**Signal wires by layer**

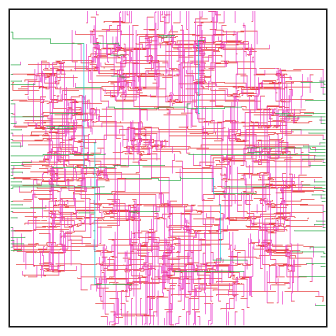
**Pin map**

Pins as bars across the die edge, other pins in grey.
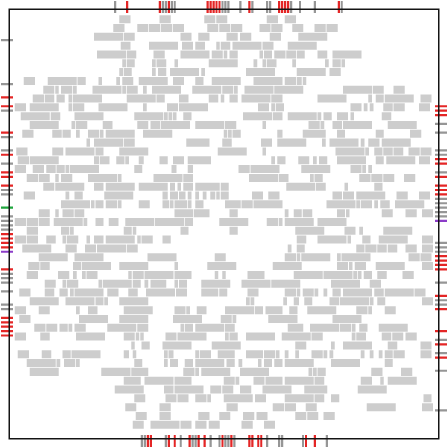
==> config.mk <==
export PLATFORM = sky130hd
export DESIGN_NAME = pipe_stage_skid
export DESIGN_NICKNAME = d
export VERILOG_FILES = /design/src/rtl/pipe_stage_skid.sv
export SDC_FILE = /design/constraint.sdc
export NUM_CORES = 1
export LEC_CHECK = 0
export ABC_CLOCK_PERIOD_IN_PS = 3000
export CAP_MARGIN = 25
export CORE_UTILIZATION = 35
export DETAILED_ROUTE_END_ITERATION = 10
export PLACE_DENSITY_LB_ADDON = 0.12
export SETUP_SLACK_MARGIN = 0.1
export SLEW_MARGIN = 40
export SYNTH_ARGS = -nofsm -noshare
export SYNTH_HDL_FRONTEND = slang
export SYNTH_SLANG_ARGS = --single-unit
==> constraint.sdc <==
create_clock -name clk -period 3 [get_ports clk]
set_clock_uncertainty 0.2 [all_clocks]
set_input_delay 0.3 -clock clk [delete_from_list [all_inputs] [get_ports clk]]
set_output_delay 0.3 -clock clk [all_outputs]
set_load 0.02 [all_outputs]
==> CHANGELOG.md <==
### Metrics

* Worst setup margin at 369 ps
* Slew HR at 0.680
* Leakage Power at 3.47 nW
* CP Max Fanout at 17
* Floorplan Nets at 586
* Xor+xnor area frac at 0
* Largest net degree at the start of global routing at 65
* # nets final at 716
* DP Worst Slack at 718 ps
* Number of global-route vias before repair at 4715
* Synthesized registers at 130
* Unique cell types at 24
* R2R setup slack at 790 ps
* Critical Path End Type: output port
* Mux share at 0.110
* Final core occ at 0.483
* Status: complete, no violations
* Routed WL at 15500 um
* Top cells by area: dfrtp_1 55%, mux2i_1 11%, a22oi_1 8.1%, o2bb2ai_1 8.0%, inv_1 4.2%
* Synth area leader: dfrtp_1
* RSZ-0062 raised after global routing: no
* Netlist Area Pre-Place at 0.00592 mm2
* Post-synth EDFFs at 0
* Final Cycle Share at 0.877
* Row Count at 47
* Post-DRT Antenna Nets at 0
* DRC Markers at 0
* Initial antenna violation count at 0
* WP data required at 2500 ps
* Fin. Hold Viols at 0
* Routed wire per std cell at 17.6 um
* Hold buffers post-CTS at 1
* Cell Count, Final, Fillers Out at 879
* Slew Viols, Final at 0
* Post-Syn Instances at 517
* Layout area overhead at 34.9%
* IO Pins at 137
* First-pass GRT wire length at 25400 um
* Fmax at 380 MHz
* H-tree Lvls at 4
* Drt first-iter violations at 215
* Maxcap violations at 0
* Top-count cell post-synth: dfrtp_1
* TNS Setup at 0 ps
* Yosys cell count at 517
* Hpwl dp at 9780 um
* Share of layout cells above drive strength 1 at 0.0895
* Slew @ Worst Pin at 479 ps
* CTS buffer count at 17
* Yosys stat chip area at 0.00592 mm2
* FF+latch area at 0.00325 mm2
* Min cycle time layout at 2630 ps
* Num Clock Sinks at 130
* Core Util at FP at 0.358
* Clock slew at reported path FFs at 50 ps
* Filler Cell Count at 1466
* CTS max path bufs at 2
* Full die area at 0.0174 mm2
* Adder-Cell Fraction of Synth Area at 0
* PD cells at 562 mW/mm2
* Critical Path Start Type: register
* Tool warnings at 26
* Top cells by count, synth: 130 x dfrtp_1, 66 x inv_1, 66 x nand2_1
* Setup Crit Path Kind: reg -> out
* Diodes inserted at 0
Notes on 'signal wires by layer' above:
cyan -> M4  # wire length 171 um
green -> M3  # wire length 912 um
red -> M1  # wire length 7240 um
magenta -> M2  # wire length 7130 um
Vias: 4538
GRT Util Overall: 0.188

Notes on 'pin map' above:
red -> `out_data`  # pins 64, direction output, edge 18 right, 17 left, 15 bottom, 14 top
green -> `in_valid`  # pins 1, direction input, edge left
purple -> `count`  # pins 2, direction output, edge 1 right, 1 left
Die X: 132 um
input/output buffers: 136
Die Y: 132 um

[layout by cell type (no fill, tap or decap)]
master	instances
o2bb2ai_1	54
inv_1	66
nand2_1	66
clkdlybuf4s50_1	135
nor2_4	1
buf_12	4
a21oi_4	1
o22a_1	1
o2bb2ai_2	10
and2b_1	1
o21ai_1	2
o31ai_4	1
a22oi_1	64
clkbuf_1	5
o21a_1	1
buf_4	13
nor2_1	4
nor2b_1	2
a21o_2	1
clkinv_2	7
nor2b_4	2
dlygate4sd3_1	1
nor3_1	1
dfrtp_1	130
mux2i_1	65
clkbuf_8	2
clkbuf_16	17
o21ai_0	1
a21oi_1	1
[area by class of cell]
type,instances,share of cell area
inverter,66,0.0310
multi-input combinational,279,0.271
timing repair buffer,153,0.193
sequential,130,0.407
tap,220,0.0345
clock buffer,24,0.0591
clock inverter,7,0.00439
[worst max-delay path, stage by stage (launching register included)]
cell and delay (ps):
dfrtp_1 480, nor2b_4 490, clkdlybuf4s50_1 740
[report_power, final]
part / internal, mW / leakage [nW] / total [mW] / switching (mW)
sequential: 1.86 / 1.77 / 1.94 / 0.0721
clock: 1.08 / 0.257 / 1.81 / 0.726
combinational: 0.341 / 1.45 / 0.746 / 0.405
total: 3.29 / 3.47 / 4.49 / 1.20
[layer usage]
layer,GRT usage,routed length [um],vias up
met1,0.246,7240,2318
li1,-,-,2068
met3,0.0584,911,13
met4,0.0640,170,0
met2,0.294,7130,139
met5,0,0,-
[stage by stage]
stage / area (um2) / hold WS [ps] / power [mW]
final: 7990 / 170 / 4.49
after global routing: 7990 / 194 / 4.69
after CTS: 7990 / 170 / 4.55
after detailed placement: 7470 / 78.5 / 2.72
after global placement: 7470 / 71.0 / 2.71
after floorplan: 5920 / -196 / 2.35
Power and IR drop assume default switching activity.
